**src/rtl/xnor_pkg.sv**
```systemverilog
// Shared helpers for the XNOR compare/score family.
package xnor_pkg;
  localparam int XNOR_DEF_WIDTH   = 8;
  localparam int XNOR_DEF_WIN_LEN = 16;
  localparam int XNOR_DEF_CNT_W   = 16;

  // Bits needed to hold a count of 0..w set bits.
  function automatic int pc_width(input int w);
    return $clog2(w + 1);
  endfunction

  // Width of a counter that indexes samples 0..n-1 (never narrower than 1).
  function automatic int idx_width(input int n);
    return (n > 1) ? $clog2(n) : 1;
  endfunction
endpackage

```
**src/rtl/xnor_match_acc_popcount.sv**
```systemverilog
// Combinational popcount as a balanced adder tree, padded to a power-of-two leaf count.
module popcount
  import xnor_pkg::*;
#(
  parameter int WIDTH = 8
) (
  input  logic [WIDTH-1:0]           i_vec,
  output logic [pc_width(WIDTH)-1:0] o_cnt
);
  localparam int PW     = pc_width(WIDTH);
  localparam int LOG    = $clog2(WIDTH);
  localparam int LEAVES = 1 << LOG;

  // Every node is PW bits wide: no subtree can exceed WIDTH set bits.
  for (genvar l = 0; l <= LOG; l++) begin : g_lvl
    logic [PW-1:0] w_sum [LEAVES >> l];
    if (l == 0) begin : g_leaf
      for (genvar i = 0; i < LEAVES; i++) begin : g_bit
        if (i < WIDTH) begin : g_real
          assign w_sum[i] = PW'(i_vec[i]);
        end else begin : g_pad
          assign w_sum[i] = '0;
        end
      end
    end else begin : g_add
      for (genvar j = 0; j < (LEAVES >> l); j++) begin : g_node
        assign w_sum[j] = g_lvl[l-1].w_sum[2*j] + g_lvl[l-1].w_sum[2*j+1];
      end
    end
  end

  assign o_cnt = g_lvl[LOG].w_sum[0];
endmodule

```
**src/rtl/xnor_match_acc.sv**
```systemverilog
// Registered XNOR compare, per-sample match count, and windowed match statistics.
module xnor_match_acc
  import xnor_pkg::*;
#(
  parameter int WIDTH   = 8,
  parameter int WIN_LEN = 16,
  parameter int CNT_W   = 16
) (
  input  logic                       clk,
  input  logic                       rst_n,
  input  logic                       in_valid,
  input  logic [WIDTH-1:0]           a,
  input  logic [WIDTH-1:0]           b,
  input  logic                       clear,
  output logic                       y_valid,
  output logic [WIDTH-1:0]           y,
  output logic                       cnt_valid,
  output logic [pc_width(WIDTH)-1:0] match_cnt,
  output logic                       full_match,
  output logic                       win_done,
  output logic [CNT_W-1:0]           win_matches,
  output logic [CNT_W-1:0]           win_full_words
);
  localparam int PW = pc_width(WIDTH);
  localparam int SW = idx_width(WIN_LEN);

  if (((64'd1 << CNT_W) - 64'd1) < 64'(WIDTH) * 64'(WIN_LEN)) begin : g_bad_cnt_w
    $error("xnor_match_acc: CNT_W too narrow for WIDTH*WIN_LEN");
  end

  logic             r_y_valid, r_cnt_valid, r_full, r_win_done;
  logic [WIDTH-1:0] r_y;
  logic [PW-1:0]    r_cnt;
  logic [CNT_W-1:0] r_acc_m, r_acc_f, r_win_m, r_win_f;
  logic [SW-1:0]    r_samp;
  logic [PW-1:0]    w_pc;
  logic             w_last;
  logic [CNT_W-1:0] w_sum_m, w_sum_f;

  popcount #(.WIDTH(WIDTH)) u_popcount (.i_vec(r_y), .o_cnt(w_pc));

  always_ff @(posedge clk) begin
    if (!rst_n) begin
      r_y_valid   <= 1'b0;
      r_y         <= '0;
      r_cnt_valid <= 1'b0;
      r_cnt       <= '0;
      r_full      <= 1'b0;
    end else begin
      r_y_valid   <= in_valid;
      if (in_valid) r_y <= ~(a ^ b);
      r_cnt_valid <= r_y_valid;
      if (r_y_valid) begin
        r_cnt  <= w_pc;
        r_full <= &r_y;
      end
    end
  end

  // Totals including the sample currently in stage 2.
  assign w_sum_m = r_acc_m + CNT_W'(r_cnt);
  assign w_sum_f = r_acc_f + CNT_W'(r_full);
  assign w_last  = (r_samp == SW'(WIN_LEN - 1));

  always_ff @(posedge clk) begin
    if (!rst_n) begin
      r_acc_m    <= '0;
      r_acc_f    <= '0;
      r_samp     <= '0;
      r_win_done <= 1'b0;
      r_win_m    <= '0;
      r_win_f    <= '0;
    end else begin
      r_win_done <= 1'b0;
      if (clear) begin
        r_acc_m <= '0;
        r_acc_f <= '0;
        r_samp  <= '0;
      end else if (r_cnt_valid) begin
        if (w_last) begin
          r_win_done <= 1'b1;
          r_win_m    <= w_sum_m;
          r_win_f    <= w_sum_f;
          r_acc_m    <= '0;
          r_acc_f    <= '0;
          r_samp     <= '0;
        end else begin
          r_acc_m <= w_sum_m;
          r_acc_f <= w_sum_f;
          r_samp  <= r_samp + SW'(1);
        end
      end
    end
  end

  assign y_valid        = r_y_valid;
  assign y              = r_y;
  assign cnt_valid      = r_cnt_valid;
  assign match_cnt      = r_cnt;
  assign full_match     = r_full;
  assign win_done       = r_win_done;
  assign win_matches    = r_win_m;
  assign win_full_words = r_win_f;
endmodule
```
**config.mk**
```make
export PLATFORM = sky130hd
export DESIGN_NAME = xnor_match_acc
export DESIGN_NICKNAME = d
export VERILOG_FILES = /design/src/rtl/xnor_pkg.sv /design/src/rtl/xnor_match_acc_popcount.sv /design/src/rtl/xnor_match_acc.sv
export SDC_FILE = /design/constraint.sdc
export NUM_CORES = 1
export LEC_CHECK = 0
export ABC_AREA = 1
export CORE_MARGIN = 3
export CORE_UTILIZATION = 48
export CTS_CLUSTER_DIAMETER = 200
export DETAILED_ROUTE_END_ITERATION = 10
export PLACE_DENSITY = 0.76
export SKIP_CTS_REPAIR_TIMING = 1
export SLEW_MARGIN = 20
export SYNTH_ARGS = -nofsm -noshare
export SYNTH_HDL_FRONTEND = slang
export SYNTH_SLANG_ARGS = --single-unit
```
**constraint.sdc**
```tcl
create_clock -name clk -period 2.25 [get_ports clk]
set_input_delay 0.225 -clock clk [delete_from_list [all_inputs] [get_ports clk]]
set_output_delay 0.225 -clock clk [all_outputs]
set_load 0.05 [all_outputs]
```
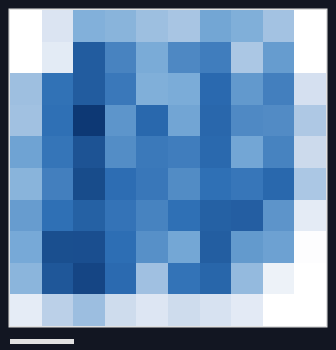
(run_1/cell_density.png)
Bar = 20 um. 10 x 10 tiles, from white (low) to dark blue (high), 0 to 100% covered.
emptiest ninth of the die: lower right
mean over tiles: 52%
fullest tile: 97%

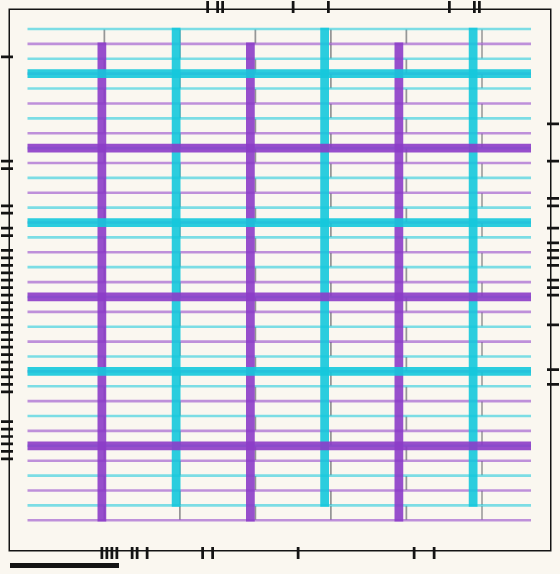
(run_1/power_grid.png)
Bar = 20 um. Pins as bars on the die edge. Tap cells in grey.
[VSS] purple
[VDD] cyan
signal pins: 68
tap cells: 105
met4 straps: 6
rows: 33
met1 rails: 34

==> qor.yml, run 1 <==
status: "finished with violations"
violations: "setup timing"
grt_use_met3_pct: 4.671
p_clk_uw: 1130
largestClassByArea: "multi-input combinational cells"
tightest_slew_ns: 0.5178
edf_count: 0
drv_slew: 0
worst_setup_path_start_kind: "flip-flop"
r2r_end: "match_cnt[2]"
first_iter_violations: 213
endpoint_kind: "flip-flop"
largest_area_cell: "dfxtp_1"
die_width_um: 98.68
wl_met2_mm: 4.297
layout-drive-gt1-share_pct: 6.845
critPathRequiredTime_ns: 2.48
top_layer_used: "met4"
setup_violations: 2
adder_share_pct: 6.677
common_cells: "nand2_1 (135), nor2_1 (108), dfxtp_1 (84), inv_1 (74), o21ai_0 (44)"
drc_errors: 0
buffers_excl_clock: 81
critPathCapture: "match_cnt[2]"
warning_count: 29
crit_family: "adder cells"
wl_met3_um: 497
ys_seq_share_pct: 40.79
maxSlewHeadroom_pct: 65.37
synth_top_cell_by_count: "nand2_1"
flop_cell: "dfxtp_1"
antenna_found_initial: 0
wl_mm: 9.495
path_cells: "ha_4, inv_2, fa_1, inv_2, fa_1, ha_2, fa_1, nor2_1, nor2_1"
ir_drop_mv: 0.2904
fp-row-count: 33
power.internal_uw: 2259
cts-buffers-inserted: 9
min_period_ns: 2.504
min_to: "r_acc_f[13]"
synth-async-reset-ratio_pct: 0
cts_buffer_depth: 2
place_area_um2: 5020
pwr-share-clk_pct: 37.8
seq_area_um2: 1704
hold_depth: 2
post_synth_ao_oa_area_fraction_pct: 10.99
route.antenna.remaining_nets: 0
cp_common_cell: "fa_1"
area_growth_syn_to_layout_pct: 26.77
drt_pass1_iterations: 4
leakage_uw: 0.002284
clock.fmax_mhz: 399.4
maxPowerGroup: "registers"
powerDensity_nw_per_um2: 571.9
finalCritPeriodShare_pct: 111.3
avgSynthCellArea_um2: 6.917
pwr-share-seq_pct: 51.0
comb_area_um2: 2106
pg_seq_uw: 1520
hold_viol: 0
dieArea_um2: 9737
p_switching_uw: 729.6
final_cells: 777
xor_area_share_pct: 4.249
vias: 3816
postLayoutCellArea_um2: 5226
fill_cells: 735
avgViaCountPerCell: 4.911
power.share.switching_pct: 24.41
fin_setup_tns_ns: -0.3873
comb_share_pct: 40.29
hold_start: "r_acc_f[13]"
wl_per_cell_um: 12.22
top_cells_by_area: "dfxtp_1 (41%), nand2_1 (12%), nor2_1 (9.8%)"
arrival_ns: 2.74
seq_cell_count: 84
fin_ws_ns: -0.2539
regToRegSetupSlack_ns: -0.25
busiest_layer: "met2"
fp_util_pct: 49.92
cts_tree: "built"
num_antenna_cells: 0
clock_area_share_pct: 3.902
cts_root_buf: "clkbuf_8"
synth.logic.top_family: "simple AND/OR/NAND/NOR gates"
clkLatencyLatePin_ns: 0.34
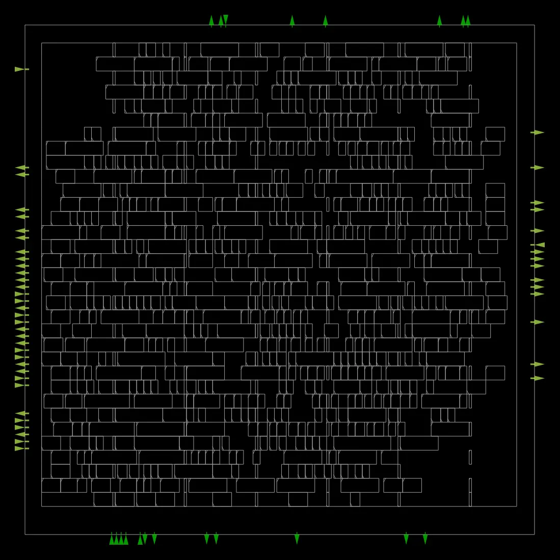
(run_1/placement.png)
flop share of the area: 32.61%
Core Util, Final: 63.29%
core area: 8258 um^2
tap cell count: 105

==> run 1 -> run 2 <==
--- a/config.mk
+++ b/config.mk
@@ -15,4 +15,5 @@
 export SLEW_MARGIN = 20
 export SYNTH_ARGS = -nofsm -noshare
 export SYNTH_HDL_FRONTEND = slang
+export SYNTH_HIERARCHICAL = 1
 export SYNTH_SLANG_ARGS = --single-unit
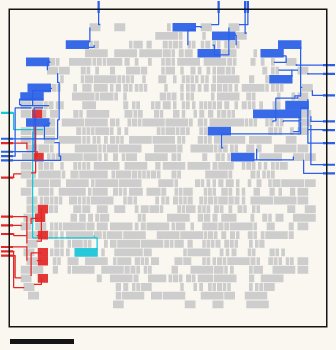
(run_2/io_fan.png)
Bar = 20 um.
[y_valid] cyan | bits: 1 | direction: output | end cells: 1 | buffers: 1 | wire: 73.1 um
[win_matches] blue | bits: 16 | direction: output | end cells: 16 | buffers: 16 | wire: 404 um
[b] red | bits: 8 | direction: input | end cells: 8 | buffers: 8 | wire: 121 um

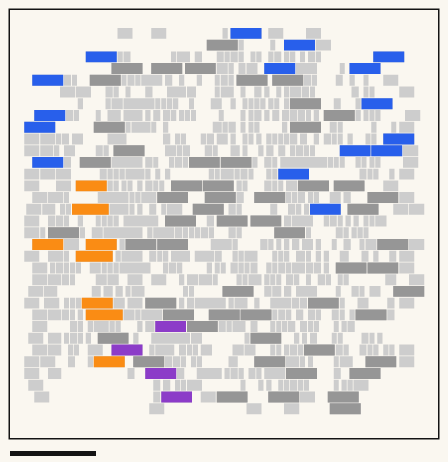
(run_2/flops_by_reg.png)
Bar = 20 um. Other sequential cells in the stronger grey, the rest of the logic in the fainter grey.
[win_matches] blue | placed flops: 16
[y] orange | placed flops: 8 | where: middle left
[r_samp] purple | placed flops: 4

==> run 2 against run 1 <==
The run still ends with setup timing left. Fmax is 13% lower. Synthesized cell count rose by 1.7%. Wire length rose by 4.3%. Largest cell class unchanged.
==> qor.yml, run 2 <==
status: "finished with violations"
violations: "setup timing"
critPathRequiredTime_ns: 2.50
place_area_um2: 5001
maxSlewHeadroom_pct: 50.54
antenna_found_initial: 0
taps: 105
avgSynthCellArea_um2: 6.890
route.antenna.remaining_nets: 0
clock.fmax_mhz: 345.9
final_cells: 785
warning_count: 28
comb_share_pct: 40.44
tightest_slew_ns: 0.7419
finalCritPeriodShare_pct: 128.5
hold_viol: 0
largest_area_cell: "dfxtp_1"
fin_ws_ns: -0.6412
drc_errors: 0
simple_gate_share_pct: 28.98
powerDensity_nw_per_um2: 587.0
power.internal_uw: 2274
pwr-share-clk_pct: 37.7
seq_area_um2: 1693
worst_setup_path_start_kind: "flip-flop"
gp_congestion: 0.8318
p_clk_uw: 1160
synth.logic.top_family: "simple AND/OR/NAND/NOR gates"
ys_seq_share_pct: 40.28
crit_family: "adder cells"
reg2reg_depth: 12
clkLatencyLatePin_ns: 0.36
regToRegSetupSlack_ns: -0.64
cts_buffer_depth: 2
clock_area_share_pct: 4.201
edf_count: 0
wl_met1_mm: 4.575
timing.hold.ws_ns: 0.4730
hold_depth: 2
layout-drive-gt1-share_pct: 6.176
path_cells: "inv_2, fa_1, fa_1, fa_2, inv_2, ha_4, inv_2, fa_1, nand2_1, nand2_1, nor2_1, nor2_1"
cts_root_buf: "clkbuf_8"
drt_pass1_iterations: 5
pwr-share-seq_pct: 49.7
avgViaCountPerCell: 4.980
min_period_ns: 2.891
wl_mm: 9.907
post_synth_ao_oa_area_fraction_pct: 11.93
min_to: "r_acc_f[0]"
ir_drop_mv: 0.4590
die_width_um: 99.27
yosys_area_um2: 4175
maxPowerGroup: "registers"
num_antenna_cells: 0
postLayoutCellArea_um2: 5241
yosysWarnings: 6
largestClassByArea: "multi-input combinational cells"
grt_pass1_wl_mm: 16.91
fin_util_pct: 62.84
top_layer_used: "met4"
p_switching_uw: 802.6
seq_cell_count: 84
arrival_ns: 3.15
fin_setup_tns_ns: -1.675
use_met1_pct: 26.44
grt_use_met3_pct: 5.961
wl_met3_um: 681
drv_slew: 0
top_cells_by_area: "dfxtp_1 (40%), nand2_1 (13%), nor2_1 (8.4%)"
r2r_end: "match_cnt[2]"
wl_met2_mm: 4.545
cts_tree: "built"
xor_area_share_pct: 3.986
power.share.switching_pct: 26.09
wl_per_cell_um: 12.62
core_region_area_um2: 8341
area_growth_syn_to_layout_pct: 25.53
adder_share_pct: 5.394
leakage_uw: 0.002273
critPathCapture: "match_cnt[2]"
top_cell_area_share_pct: 40.28
fp_util_pct: 50.06
synth-async-reset-ratio_pct: 0
busiest_layer: "met2"
endpoint_kind: "flip-flop"
seq-cell-share_pct: 32.30
vias: 3909
crit_start: "y[0]"
first_iter_violations: 190
flop_cell: "dfxtp_1"
hold_start: "r_acc_f[0]"
cts-buffers-inserted: 9
dieArea_um2: 9854
fp-row-count: 33
buffers_excl_clock: 79
fill_cells: 739
setup_violations: 4
pg_seq_uw: 1530
synth_top_cell_by_count: "nand2_1"
comb_area_um2: 2120
common_cells: "nand2_1 (143), nor2_1 (93), dfxtp_1 (84), inv_1 (79), o21ai_0 (41)"
comb.multi_input.count: 420
==> run 2 -> run 3 <==
--- a/config.mk
+++ b/config.mk
@@ -6,13 +6,14 @@
 export NUM_CORES = 1
 export LEC_CHECK = 0
 export ABC_AREA = 1
+export CORE_ASPECT_RATIO = 0.8
 export CORE_MARGIN = 3
 export CORE_UTILIZATION = 48
 export CTS_CLUSTER_DIAMETER = 200
 export DETAILED_ROUTE_END_ITERATION = 10
 export PLACE_DENSITY = 0.76
 export SKIP_CTS_REPAIR_TIMING = 1
-export SLEW_MARGIN = 20
+export SLEW_MARGIN = 15
 export SYNTH_ARGS = -nofsm -noshare
 export SYNTH_HDL_FRONTEND = slang
 export SYNTH_HIERARCHICAL = 1
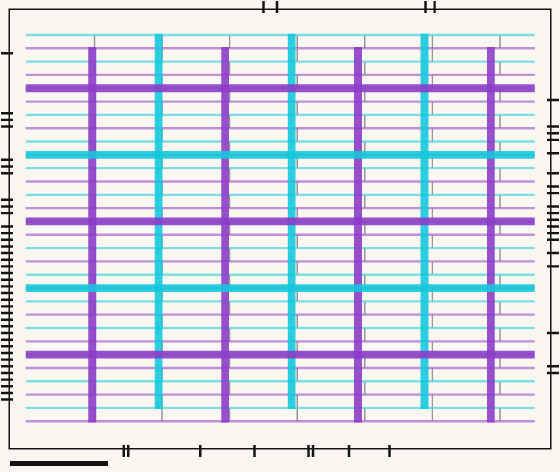
(run_3/power_grid.png)
Bar = 20 um. Pins as bars on the die edge. Tap cells in grey.
[VSS] purple
[VDD] cyan
signal pins: 68
met5 straps: 5
tap cells: 108
met1 rails: 30
met4 straps: 7

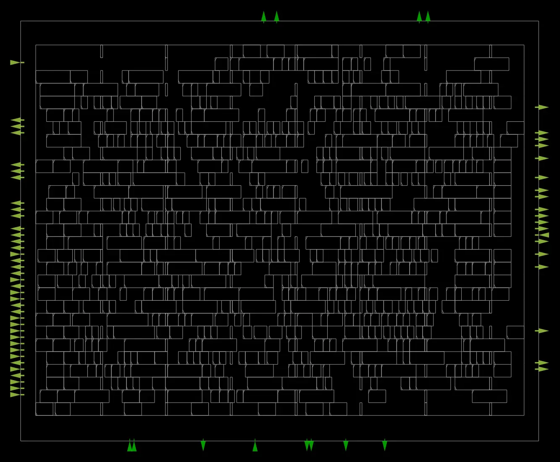
(run_3/placement.png)
flip-flops: 84
row count: 29
flop share of the area: 32.34%

==> run 3 against run 2 <==
The run still ends with setup timing left. Sequential share of layout area is essentially flat. Clock skew grew 0.0013 ns. First-iteration DRC count grew 25%. Register-to-register slack gained 0.05 ns. Critical endpoint is now match_cnt[1]. Largest cell class unchanged. Largest power group unchanged.
==> qor.yml, run 3 <==
status: "finished with violations"
violations: "setup timing"
path_cells: "inv_2, fa_1, fa_1, fa_2, inv_2, ha_4, inv_2, fa_1, inv_1, nor2_1, nor2_1"
layout-drive-gt1-share_pct: 5.891
power.share.switching_pct: 25.91
syn_area_um2: 4175
critPathRequiredTime_ns: 2.50
cts_root_buf: "clkbuf_8"
crit_cells: 11
busiest_layer: "met2"
lay_top_count: "nand2_1"
drv_slew: 0
p_switching_uw: 801.4
clkLatencyLatePin_ns: 0.35
wl_met2_mm: 4.390
placedCellCount: 770
adder_share_pct: 5.394
largestClassByArea: "multi-input combinational cells"
io-pin-count: 68
timing.hold.ws_ns: 0.4730
area_growth_syn_to_layout_pct: 25.38
grt_setup_unrepaired: "true"
r2r_end: "match_cnt[1]"
power.internal_uw: 2291
crit_start: "y[0]"
critPathCapture: "match_cnt[1]"
use_met1_pct: 28.16
arrival_ns: 3.09
fill_cells: 749
fp_util_pct: 50.92
grt_use_total_pct: 21.73
drt_pass1_iterations: 5
crit_fanout: 2
yosysWarnings: 6
ys_seq_share_pct: 40.28
largest_area_cell: "dfxtp_1"
ys_ff: 84
pwr-share-clk_pct: 38.2
top_layer_used: "met4"
synth_nets: 641
mux_area_share_pct: 0
edf_count: 0
synth_top_cell_by_count: "nand2_1"
simple_gate_share_pct: 28.98
ir_drop_mv: 0.4272
worst_setup_path_start_kind: "flip-flop"
num_antenna_cells: 0
comb_area_um2: 2115
clock_skew_ns: 0.01298
grt_use_met3_pct: 5.848
finalCritPeriodShare_pct: 126.4
first_iter_violations: 237
slowest_stage: "fa_1"
flop_cell: "dfxtp_1"
warning_count: 28
setup_violations: 4
comb.multi_input.count: 420
cts-buffers-inserted: 9
reg2reg_depth: 11
synth.logic.top_family: "simple AND/OR/NAND/NOR gates"
hold_start: "r_acc_f[0]"
combinationalPowerShare_pct: 12.3
top_cell_area_share_pct: 40.28
clock_area_share_pct: 4.254
pg_seq_uw: 1530
seq_area_um2: 1693
dieArea_um2: 9861
cts_buffer_depth: 2
clkTransAtPathRegs_ns: 0.08
post-place-ws_ns: -0.6017
top_cells_by_area: "dfxtp_1 (40%), nand2_1 (13%), nor2_1 (8.4%)"
p_clk_uw: 1180
total_power_uw: 3093
hp-class: "reg2reg"
buffers_excl_clock: 78
die_width_um: 110.3
fin_util_pct: 63.84
comb_share_pct: 40.39
hold_viol: 0
powerDensity_nw_per_um2: 590.7
wl_met3_um: 825
comb-power_uw: 382
yosys_area_um2: 4175
common_cells: "nand2_1 (143), nor2_1 (93), dfxtp_1 (84), inv_1 (79), o21ai_0 (41)"
core_region_area_um2: 8200
vias: 3974
wl_met1_mm: 4.735
postLayoutCellArea_um2: 5235
final_cells: 787
hold_depth: 2
regToRegStartpoint: "y[0]"
crit_family: "adder cells"
taps: 108
min_period_ns: 2.845
regToRegSetupSlack_ns: -0.59
place_area_um2: 4990
maxSlewHeadroom_pct: 49.69
synth-async-reset-ratio_pct: 0
clock.fmax_mhz: 351.6
grt_pass1_wl_mm: 16.99
fin_setup_tns_ns: -1.522
tightest_slew_ns: 0.7547
wl_per_cell_um: 12.72
leakage_uw: 0.002263
fin_ws_ns: -0.5945
route.antenna.remaining_nets: 0
drc_errors: 0
avgSynthCellArea_um2: 6.890
overflow: 0
min_to: "r_acc_f[0]"
pwr-share-seq_pct: 49.5
endpoint_kind: "flip-flop"
cts_tree: "built"
avgViaCountPerCell: 5.050
antenna_found_initial: 0
gp_congestion: 0.9050
wl_mm: 10.01
post_synth_ao_oa_area_fraction_pct: 11.93
xor_area_share_pct: 3.986
maxPowerGroup: "registers"
Power is estimated from default activity; no workload was simulated.
